==> src/rtl/approx_mult_pkg.sv <==
// Shared encodings and limits for the approximate-multiplier control path.
// The state values are fixed so they stay stable in waveforms and datapath debug.
package approx_mult_pkg;

    typedef enum logic [3:0] {
        IDLE    = 4'd0,
        INIT    = 4'd1,
        LOAD_A  = 4'd2,
        SHIFT_A = 4'd3,
        CAP_A   = 4'd4,
        LOAD_B  = 4'd5,
        SHIFT_B = 4'd6,
        CAP_B   = 4'd7,
        WRITE   = 4'd8,
        NEXT    = 4'd9,
        DONE    = 4'd10
    } state_t;

    localparam logic [3:0] MAX_SHIFT = 4'd15;
    localparam logic [3:0] LAST_ADDR = 4'd15;

endpackage

==> src/rtl/approx_mult_ctrl.sv <==
// Control FSM for the approximate-multiplier datapath: normalises each operand pair,
// captures the top bytes and writes {shift count, product} to the output RAM.
module approx_mult_ctrl
    import approx_mult_pkg::*;
(
    input  logic       clk,
    input  logic       rst,
    input  logic       start,
    input  logic       x15,
    input  logic [3:0] num1C,
    input  logic [3:0] num3,
    input  logic [4:0] num2C,
    output logic       clr1,
    output logic       en1,
    output logic       ld1,
    output logic       shL1,
    output logic       ld2,
    output logic       ld3,
    output logic       clr2,
    output logic       en2,
    output logic       clr3,
    output logic       en3,
    output logic       wen,
    output logic       busy,
    output logic       done
);

    state_t state_q, state_d;
    logic   done_q;
    logic   shift_exit;

    // num2C is status only and deliberately does not steer the FSM.
    logic unused_num2c;
    assign unused_num2c = ^num2C;

    // Leading one normalised, or the cap reached (covers the all-zero operand).
    assign shift_exit = x15 || (num3 == MAX_SHIFT);

    always_ff @(posedge clk or negedge rst) begin
        if (!rst) begin
            state_q <= IDLE;
            done_q  <= 1'b0;
        end else begin
            state_q <= state_d;
            done_q  <= (state_d == DONE);
        end
    end

    assign done = done_q;
    assign busy = (state_q != IDLE);

    always_comb begin
        state_d = state_q;
        clr1    = 1'b0;
        en1     = 1'b0;
        ld1     = 1'b0;
        shL1    = 1'b0;
        ld2     = 1'b0;
        ld3     = 1'b0;
        clr2    = 1'b0;
        en2     = 1'b0;
        clr3    = 1'b0;
        en3     = 1'b0;
        wen     = 1'b0;
        unique case (state_q)
            IDLE: begin
                if (start) state_d = INIT;
            end
            INIT: begin
                clr1    = 1'b1;
                clr2    = 1'b1;
                clr3    = 1'b1;
                state_d = LOAD_A;
            end
            LOAD_A: begin
                ld1     = 1'b1;
                state_d = SHIFT_A;
            end
            SHIFT_A: begin
                if (shift_exit) begin
                    state_d = CAP_A;
                end else begin
                    shL1 = 1'b1;
                    en2  = 1'b1;
                    en3  = 1'b1;
                end
            end
            CAP_A: begin
                ld2     = 1'b1;
                en1     = 1'b1;
                clr3    = 1'b1;
                state_d = LOAD_B;
            end
            LOAD_B: begin
                ld1     = 1'b1;
                state_d = SHIFT_B;
            end
            SHIFT_B: begin
                if (shift_exit) begin
                    state_d = CAP_B;
                end else begin
                    shL1 = 1'b1;
                    en2  = 1'b1;
                    en3  = 1'b1;
                end
            end
            CAP_B: begin
                // num1 stays on the odd entry so WRITE addresses with num1[3:1].
                ld3     = 1'b1;
                state_d = WRITE;
            end
            WRITE: begin
                wen     = 1'b1;
                state_d = NEXT;
            end
            NEXT: begin
                if (num1C == LAST_ADDR) begin
                    state_d = DONE;
                end else begin
                    en1     = 1'b1;
                    clr2    = 1'b1;
                    clr3    = 1'b1;
                    state_d = LOAD_A;
                end
            end
            DONE: begin
                state_d = IDLE;
            end
            default: begin
                state_d = IDLE;
            end
        endcase
    end

endmodule

==> config.mk <==
export PLATFORM = sky130hd
export DESIGN_NAME = approx_mult_ctrl
export DESIGN_NICKNAME = d
export VERILOG_FILES = /design/src/rtl/approx_mult_pkg.sv /design/src/rtl/approx_mult_ctrl.sv
export SDC_FILE = /design/constraint.sdc
export NUM_CORES = 1
export LEC_CHECK = 0
export ABC_CLOCK_PERIOD_IN_PS = 1400
export CORE_MARGIN = 5
export CORE_UTILIZATION = 30
export CTS_CLUSTER_DIAMETER = 80
export CTS_CLUSTER_SIZE = 16
export DETAILED_ROUTE_END_ITERATION = 10
export HOLD_SLACK_MARGIN = 0.15
export PLACE_DENSITY = 0.81
export SKIP_LAST_GASP = 1
export SYNTH_ARGS = -nofsm -noshare
export SYNTH_HDL_FRONTEND = slang
export SYNTH_SLANG_ARGS = --single-unit
==> constraint.sdc <==
create_clock -name clk -period 1.4 [get_ports clk]
set_input_delay 0.21 -clock clk [delete_from_list [all_inputs] [get_ports clk]]
set_output_delay 0.21 -clock clk [all_outputs]
set_load 0.05 [all_outputs]
==> impl_metrics.yaml <==
# synthesis and place-and-route metrics
yosys:
  yosys_area_sq_um: 433
  yosysTopAreaCell: "dfrtp_1"
  ys_seq_share_pct: 28.9
  ys.flops: 5
  ys_cells: 53
  syn_area_per_cell_sq_um: 8.17
  yosysWarnings: 0
clock_tree:
  cts_tree: "yes"
  clk_path_buf_depth: 2
  hold_buffers: 0
  insertion_delay_ns: 0.26
  clk_pin_slew_ns: 0.05
final_layout:
  fillers: 73
  most-common-layout-cells: "16 x buf_4, 13 x buf_12, 11 x clkdlybuf4s50_1"
  fin_nets: 112
  areaGrowthSynthToFinish_pct: 160
  logic_area_sq_um: 405
  num_antenna_cells: 0
detailed_routing:
  viasPerCell: 5.25
  drc: 0
run:
  tool_warnings: 34
  cap_violations: 0
worst_setup_path:
  cp_max_fo: 6
  critPathKind: "reg -> out"
  path_buffers: 3
  cp.required_ns: 1.19
pwr:
  p_leak_uw: 0.000456
  seqPwrFrac_pct: 10.6
  sw_frac_of_total_pct: 48.4
  report.power.total_uw: 2890
  p_int_uw: 1490
sta:
  setup-violations-final: 13
  finalCriticalPeriod_ns: 1.71
  setup_ws_ns: -0.310
  final_max_slew_viol_count: 0
  timing.final.hold_violations: 0
  max_freq_mhz: 585
  fin_crit_sh_pct: 122
grt:
  overflow: 0
placement:
  place_inst: 102
run_status:
  violations: "setup timing"
  status: "finished with violations"
final cells by class:
cell class | instances | share of cell area [%]
clock buffers | 4 | 2.34
inverters | 2 | 0.891
multi-input cells | 39 | 36.1
flip-flops and latches | 5 | 11.4
well taps | 15 | 1.67
repair buffers | 44 | 47.7
cells by family (layout without fill, tap and decap cells):
group | Yosys count | after routing | synth area share (%)
AND-OR/OR-AND | 10 | 10 | 16.8
AND/OR/NAND/NOR | 27 | 27 | 36.4
multiplexers | 1 | 1 | 2.31
flip-flops | 5 | 5 | 28.9
buffers and inverters | 9 | 50 | 13.6
XOR/XNOR | 1 | 1 | 2.02
metrics by stage:
stage,hold WS [ns],util [%],TNS [ns]
floorplan,-0.0856,-,-1.57
global placement,0.440,75.7,-1.58
detailed placement,0.444,75.7,-1.98
CTS,0.166,81.8,-2.71
global route,0.175,84.2,-3.53
finish,0.188,84.2,-2.74
worst paths after layout:
kind | start | end | slack (ns) | cells after the start
max reg2reg | state_q[2] | state_q[3] | -0.01 | 6
min in group clk | start | state_q[0] | 0.65 | 3
max in group asynchronous | rst | state_q[2] | 0.98 | 1
min reg2reg | state_q[3] | state_q[2] | 0.69 | 2
max | state_q[2] | busy | -0.31 | 5
min | rst | done | 0.19 | 1
power groups by stage:
stage	sequential (uW)	combinational (uW)	clock (uW)
after detailed placement	289	2180	0
after CTS	298	2310	182
after global placement	284	2140	0
final	305	2400	181
after floorplan	228	1360	0
after global routing	315	2500	217
layer usage:
metal / GRT usage, % / wire length (um) / vias to the layer above
li1: - / - / 271
met1: 15.6 / 677 / 272
met2: 30.6 / 1030 / 25
met3: 8.65 / 137 / 4
met4: 9.68 / 31 / 0
met5: 0 / 0 / -
registers in the layout (all words and copies together) (netlist names):
register,count
state_q,4
done,1
synth_stat cells:
| master | instances |
|---|---|
| dfrtp_1 | 5 |
| nor2_1 | 5 |
| nor3_1 | 5 |
| buf_4 | 4 |
| nand2_1 | 4 |
| a211o_1 | 2 |
| a21oi_1 | 2 |
| buf_2 | 2 |
| nand2b_1 | 2 |
| nand3b_1 | 2 |
| nor3b_1 | 2 |
| or3b_1 | 2 |
| a21oi_2 | 1 |
| a31oi_1 | 1 |
| a41o_1 | 1 |
| buf_6 | 1 |
| inv_1 | 1 |
| inv_2 | 1 |
| mux2i_1 | 1 |
| nand3_1 | 1 |
| nand4_1 | 1 |
| nor2b_1 | 1 |
| nor3b_2 | 1 |
| nor4b_1 | 1 |
| o211ai_1 | 1 |
| o21ai_0 | 1 |
| o31ai_1 | 1 |
| xnor2_1 | 1 |
timing repair:
action | 4_1_cts | 5_1_grt
setup buffers | 0 | 3
pin swaps | 7 | 5
endpoints found under the setup margin | 14 | 13
resized | 15 | 3
endpoints found under the hold margin | 0 | 0
worst register-to-register path: cells and delay by family, from the launching register on:
family          cells  cell delay, ns
flops               1            0.47
buf+inv             3            0.40
compound gates      2            0.32
simple gates        1            0.14
**Wiring by layer**

Only two layers are drawn.
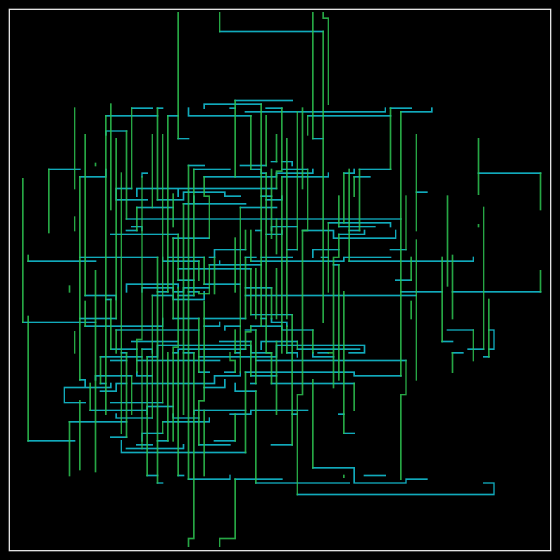
metal 1 -> cyan  # wire length 677 um
metal 2 -> green  # wire length 1030 um
wire length per cell: 17.2 um
DRT Wirelength: 1.87 mm
vias: 572
GRT Total Usage: 17.2%

**Ports around the boundary**

Pins as bars across the die edge, other pins in gray.
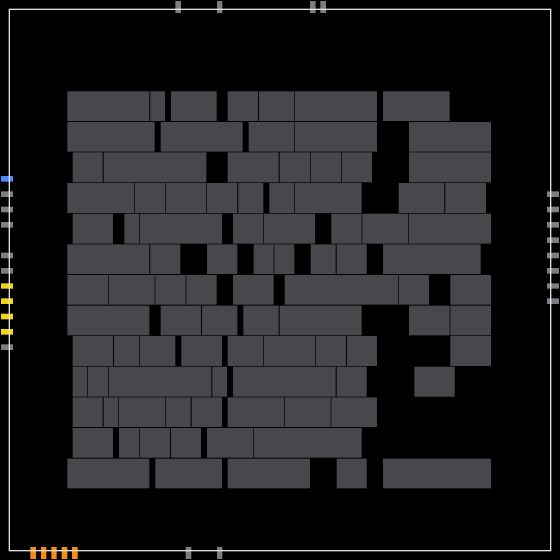
`num1C` -> yellow  # pins 4, direction input, edge left
`clr3` -> blue  # pins 1, direction output, edge left
`num2C` -> orange  # pins 5, direction input, edge bottom
all pins by edge = 11 left, 8 right, 7 bottom, 4 top
Port Buffers: 24
DIE HEIGHT: 48.0 um
Die Width: 48.0 um

Power is estimated from default activity; no workload was simulated.
